==> config.mk <==
export PLATFORM = sky130hd
export DESIGN_NAME = quad_dispatcher
export DESIGN_NICKNAME = d
export VERILOG_FILES = /design/src/rtl/quad_dispatcher.sv
export SDC_FILE = /design/constraint.sdc
export NUM_CORES = 1
export LEC_CHECK = 0
export CORE_MARGIN = 3
export CORE_UTILIZATION = 33
export CTS_BUF_LIST = sky130_fd_sc_hd__clkbuf_4
export DETAILED_ROUTE_END_ITERATION = 8
export GPL_TIMING_DRIVEN = 0
export PLACE_DENSITY = 0.55
export RECOVER_POWER = 100
export SETUP_SLACK_MARGIN = 0.4
export SLEW_MARGIN = 0
export SYNTH_ARGS = -nofsm -noshare
export SYNTH_HDL_FRONTEND = slang
export SYNTH_SLANG_ARGS = --single-unit
export TNS_END_PERCENT = 50
==> constraint.sdc <==
create_clock -name clk -period 9.5 [get_ports clk]
set_clock_uncertainty 0.05 [all_clocks]
set_input_delay 1.425 -clock clk [delete_from_list [all_inputs] [get_ports clk]]
set_output_delay 1.425 -clock clk [all_outputs]
set_load 0.05 [all_outputs]
**Run 1: selected gate families**

The bar under the picture is 100 um long.
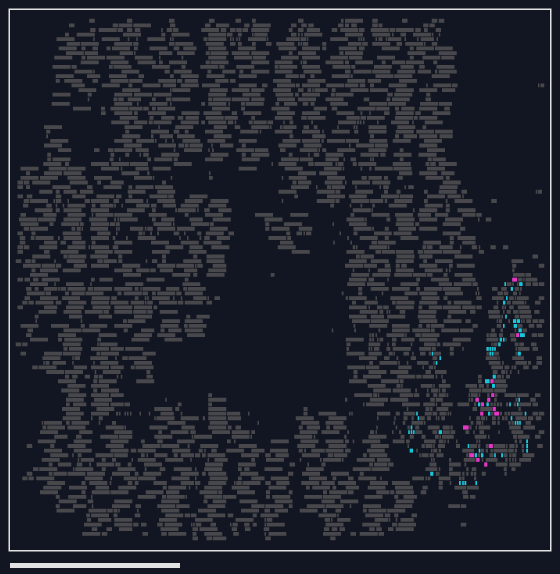
Cyan marks nand cells, cells 61, most used nand2_1, where lower right. Magenta marks and/or cells, cells 15, most used or3_1, where lower right.
final cell count without fillers: 3544
most numerous logic cell after layout: edfxtp_1
Comb/total area: 0.185

**Run 1: I/O nets highlighted**

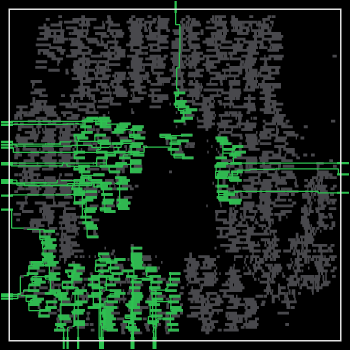
Green marks sh_B, bits 32, direction input, edge 15 left, 13 bottom, 3 right, 1 top, end cells 256, buffers 32, wire 3940 um.
IO Pins: 234
number of I/O port buffers: 231

**Run 1: placed standard cells**

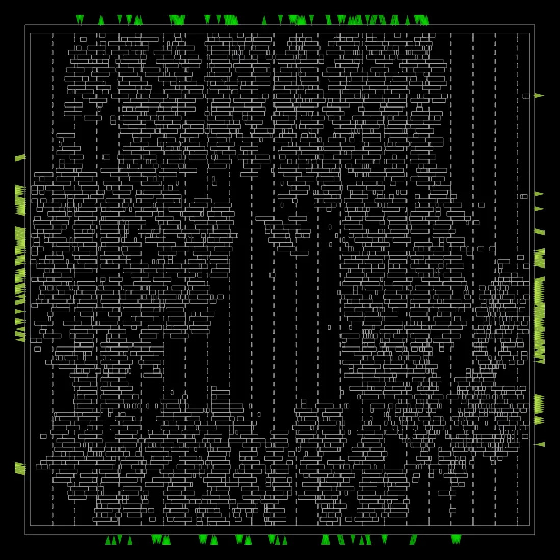
FP Rows: 113
number of tapcells: 1265
fin util: 0.408
Core Region: 95700 um^2
Seq cells: 836

==> run notes, run 1 <==
fresh numbers from the pnr run: run status finished with violations, violated checks max-capacitance violations, max-slew violations, clock slew at the register clock pins of the worst setup and hold paths 0.06 ns, ys async rst share 0, Area growth syn-to-layout 21.7%, Routed Antenna Nets 0, cts repair resizes 0, cell family with most CP delay buffers and inverters, share of layout cells above drive strength 1 0.242, WL final 76400 um, clock sinks 836, DR iter-0 viols 1179, Tmin final 6.65 ns, # DRC 0, HPWL Detailed 51100 um, CP Data Arrival Time 7.23 ns, # hold bufs at CTS 0, Yosys top cell area share 0.719, DR vias/cell 4.77, Main logic family multiplexers, Reg2Reg Setup Slack 2.89 ns, Wirelength per Cell 21.6 um, Max transition margin -0.219, WHS Path Cells 2, drt first pass iters 5, Pre-Place Util 0.335, FMAX 150 MHz, Via Count 16900, placed insts 3158, Simple-Gate Area Share 0.0334, CP cell instances clkdlybuf4s50_1 > nand2b_1 > inv_1 > nand2b_1 > nor3b_1 > clkbuf_1 > clkbuf_1 > clkbuf_1 > clkbuf_1 > clkbuf_1 > clkbuf_1 > clkbuf_1, Synth Area in Adders 0.00788, MUX share of area 0.166, Final Hold Fails 0, crit path kind in -> reg, Mapped Cells 1573, initial antenna violation count 31, Final #Nets 2229, Worst Path Max Fanout 9, # Cells Yosys 1573, Power Total roughly 11 mW, Avg Inst Size Synth between 20 and 25 um^2, H-Tree Depth 4, yosys synthesis chip area 32100 um^2, Crit path largest cell delay approximately 1.2 ns, cts bufs inserted roughly 210, Synth area leaders edfxtp_1, mux4_2, dfxtp_1, mux2i_1, nor2_1, Worst Max-Slew Pin Slew around 1.8 ns, Distinct cells, synth 44, Synth Area in XOR/XNOR 0.00683, R2R cell count 14, GRT Overall Usage 0.152, # Post-CTS Setup Buffers 0, slowest stage cell, crit path nor3b_1, Post-synth seq share 0.762, final setup vio count 0, vias in the first global route 18200, grt ovf 0, max-cap viol count 4, OpenROAD warnings 28, critical path startpoint category input pin, synth cell count leaders edfxtp_1, mux4_2, nor2_1, critical path endpoint category register, Clock Latency Late Sink 1.04 ns, yosys aoi share 0.0114, logic depth of the worst path, buffers included 12, total number of yosys warnings 0, setup tns final 0 ns, power per cell area approximately 280 nW/um^2, # fillers a little under 9000, worst path required time ~10 ns, fin crit share 0.700, Bufs on Longest Clock Path 3, leading area contributor after synthesis edfxtp_1, EDFF count, synth ~770, Synth Flop Type edfxtp_1, Final Max Slew Viols 57, Synth Cell Area 32100 um^2, Lkg Pwr 12.5 nW, most frequent cell after synthesis edfxtp_1
==> run 1: per-layer routing <==
layer	wire length [um]	part of all wire	vias to the layer above	track usage
met5	46	0.00060	-	0
li1	-	-	7592	-
met2	38000	0.50	524	0.254
met1	30900	0.40	8639	0.186
met3	5500	0.072	148	0.0479
met4	1960	0.026	8	0.0569
==> run 1: cell type report <==
cell class                 instances  area share
sequential                       836       0.626
multi-input combinational        639       0.185
timing repair buffer             319      0.0677
clock buffer                     313      0.0602
tap                             1265      0.0406
clock inverter                    55     0.00930
buffer                            82     0.00866
inverter                          17     0.00164
antenna                           18     0.00115
==> run 1: through the flow <==
step           hold slack, ns  area (um^2)  worst slack, ns
3_3_place_gp            0.399        36000            -9.32
4_1_cts                 0.410        39900             3.04
6_report                0.402        39000             2.85
3_5_place_dp            0.401        37200             4.30
5_1_grt                 0.427        39000             2.36
2_1_floorplan           0.404        32100          -0.0173
==> run 1: power by group <==
group	switching, mW	total (mW)	internal (mW)
Combinational	2.32	3.54	1.22
Clock	1.41	3.01	1.61
Sequential	0.0593	4.32	4.26
Total	3.78	10.9	7.09
==> run 1: kinds of logic after synthesis <==
group / after synthesis
compound gates: 67
xor+xnor: 25
fa+ha+maj: 19
buf+inv: 99
flops: 836
mux: 291
other cells: 1
simple gates: 235
==> run 1: cell usage in the layout, fill, tap and decap left out, drive strengths merged, types with 2 or more instances in the layout <==
cell	n
nor4b	4
nor2b	5
nand4	7
diode	18
and3	3
xor2	18
a21oi	35
fa	2
nor2	139
nand2	38
o211ai	2
mux2i	99
ha	17
o21ai	23
edfxtp	768
inv	20
buf	27
xnor2	7
and4	2
nand4b	2
conb	2
clkdlybuf4s50	10
or3	6
clkbuf	456
bufinv	4
nand2b	4
dfxtp	68
a21o	3
clkinvlp	2
nor3b	7
nand3	10
mux4	192
dlygate4sd3	221
nor3	3
clkinv	46
==> run 1: worst register-to-register path: cells and delay by family (launching register included) <==
| family | cells | cell delay [ns] |
|---|---|---|
| fa+ha+maj | 1 | 0.20 |
| simple gates | 4 | 1.73 |
| buf+inv | 9 | 3.88 |
| flops | 1 | 0.33 |
==> run 2: changes to the inputs <==
==> constraint.sdc (replaced) <==
create_clock -name clk -period 5.58 [get_ports clk]
set_clock_uncertainty 0.05 [all_clocks]
set_input_delay 0.837 -clock clk [delete_from_list [all_inputs] [get_ports clk]]
set_output_delay 0.837 -clock clk [all_outputs]
set_load 0.05 [all_outputs]
==> run notes, run 2 <==
fresh numbers from the pnr run: run status finished with violations, violated checks max-capacitance violations, max-slew violations, Avg Inst Size Synth just over 20 um^2, clock sinks 836, Final Hold Fails 0, Place WS 0.982 ns, # Cells Yosys 1573, Comb pwr share 0.325, vias in the first global route 18400, Bufs on Longest Clock Path 3, grt ovf 0, DR iter-0 viols 1095, Reg2Reg Setup Slack between 0.6 and 0.7 ns, FMAX 202 MHz, CP Data Arrival Time 4.06 ns, leading area contributor after synthesis edfxtp_1, WL final 76200 um, FP Rows 113, # Post-CTS Setup Buffers 0, Mapped Cells around 1600, most numerous logic cell after layout edfxtp_1, max-cap viol count 9, share of layout cells above drive strength 1 0.261, most frequent cell after synthesis edfxtp_1, Synth Cell Area 32100 um^2, Top cells excl fill/tap edfxtp_1, clkbuf_4, dlygate4sd3_1, OpenROAD warnings 30, Final Max Slew Viols about 160, Worst Max-Slew Pin Slew 2.29 ns, fin crit share 0.886, number of I/O port buffers 231, Main logic family multiplexers, crit path kind reg -> out, HPWL Detailed 49200 um, Synth Area in XOR/XNOR 0.00683, Final WS setup 0.638 ns, drt first pass iters 5, Via Count 16800, Post-synth seq share 0.762, Synth area leaders edfxtp_1, mux4_2, dfxtp_1, mux2i_1, nor2_1, Yosys top cell area share 0.719, yosys aoi share 0.0114, worst path required time about 4.7 ns, R2R cell count 10, final setup vio count 0, H-Tree Depth 4, WHS Path Cells 2, # DRC 0, Synth Area in Adders 0.00788, Post-DP Area 37200 um^2, cts bufs inserted 218, DR vias/cell ~4.8, slowest stage cell, crit path dlygate4sd3_1, Clock power frac 0.280, Clock Latency Late Sink 1.02 ns, Synth Flop Type edfxtp_1, CP cell instances clkbuf_1 > clkbuf_4 > clkbuf_2 > mux4_2 > mux2i_1 > nor2_1 > dlygate4sd3_1, Layout Cell Area excl Fill around 39000 um^2, synth cell count leaders edfxtp_1, mux4_2, nor2_1, Worst Path Max Fanout 10, Crit path largest cell delay slightly below 0.8 ns, Flop pwr share 0.395, IO Pins 234, yosys synthesis chip area between 30000 and 40000 um^2, switching pwr 6.44 mW, Internal 12.1 mW, Distinct cells, synth between 40 and 50, critical path startpoint category register, initial antenna violation count 30, Core Region 95700 um^2
==> run 2: cell counts after synthesis <==
No cell type changed its count.
==> run 2: power by group through the flow <==
stage / Clock [mW] / Sequential (mW) / Combinational, mW
after floorplan: 0 / 7.52 / 4.14
after detailed placement: 0 / 7.48 / 6.50
after CTS: 5.44 / 7.35 / 6.56
after global placement: 0 / 7.57 / 6.27
final: 5.20 / 7.35 / 6.04
after global routing: 5.78 / 7.38 / 6.46
==> run 2: worst max-delay path, delay by kind of cell, from the launching register on <==
family	cells	cell delay (ns)
mux	2	0.88
simple gates	1	0.08
buf+inv	4	1.74
flops	1	0.32
==> run 2: layer usage <==
metal,global-route usage,share of wire
met1,0.188,0.42
met5,0,0.00092
met3,0.0479,0.061
met4,0.0544,0.022
met2,0.256,0.50
==> run 2: final cells by class <==
type                       instances  area [um^2]  share of cell area
sequential                       836        24400               0.622
multi-input combinational        639         7200               0.183
timing repair buffer             287         2770              0.0705
clock buffer                     314         2360              0.0600
tap                             1265         1580              0.0403
clock inverter                    77          424              0.0108
buffer                            82          412              0.0105
inverter                          17         63.8             0.00162
antenna                           16         40.0             0.00102
==> run 2: metrics by stage <==
stage	utilization	instances	power, mW	hold WS, ns	TNS, ns
floorplan	-	1574	11.7	0.404	-23.26
global placement	0.376	3070	13.8	0.400	-3681.63
detailed placement	0.388	3126	14.0	0.399	0
CTS	0.418	3517	19.3	0.229	0
global route	0.410	3522	19.6	0.289	0
finish	0.410	3533	18.6	0.403	0
==> run 2: logic make-up (layout without fill, tap and decap cells) <==
| kind of cell | Yosys count | in the layout |
|---|---|---|
| AND/OR/NAND/NOR | 235 | 235 |
| flip-flops | 836 | 836 |
| XOR/XNOR | 25 | 25 |
| buffers and inverters | 99 | 777 |
| other | 1 | 18 |
| adder cells (fa/ha/maj) | 19 | 19 |
| AND-OR/OR-AND | 67 | 67 |
| multiplexers | 291 | 291 |
==> run 2: repair_timing <==
item | 4_1_cts | 5_1_grt
pin swaps | 0 | 0
hold buffers | 0 | 0
setup endpoints to repair | 96 | 10
resized | 25 | 4
**Run 2: local utilization**

32 x 32 tiles, from black (low) to pale yellow (high), 0 to 100% covered.
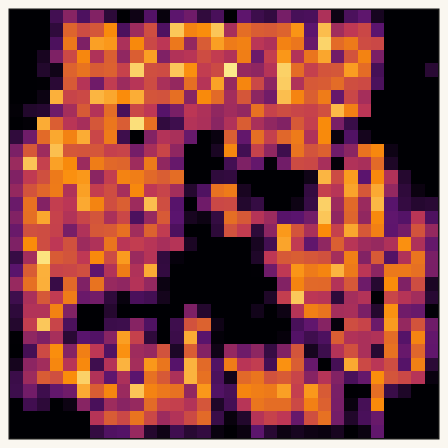
The fullest tile reaches 95%. The densest ninth of the die: middle left. The mean over all tiles is 37%. 19% of the tiles are nearly empty. 7.9% of the tiles are over 75% full. The emptiest ninth of the die: center.
fin util: 0.410
Pre-Place Util: 0.335

**Run 2: selected gate families**

The bar under the picture is 100 um long.
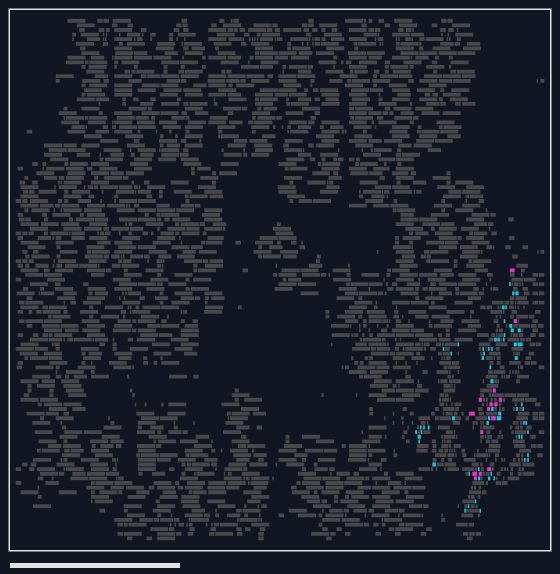
Cyan marks nand cells, cells 61, most used nand2_1, where lower right. Magenta marks and/or cells, cells 15, most used or3_1, where lower right.
Comb/total area: 0.183
final cell count without fillers: 3533

Power figures rest on the tool's default switching activity, not on a simulated workload.
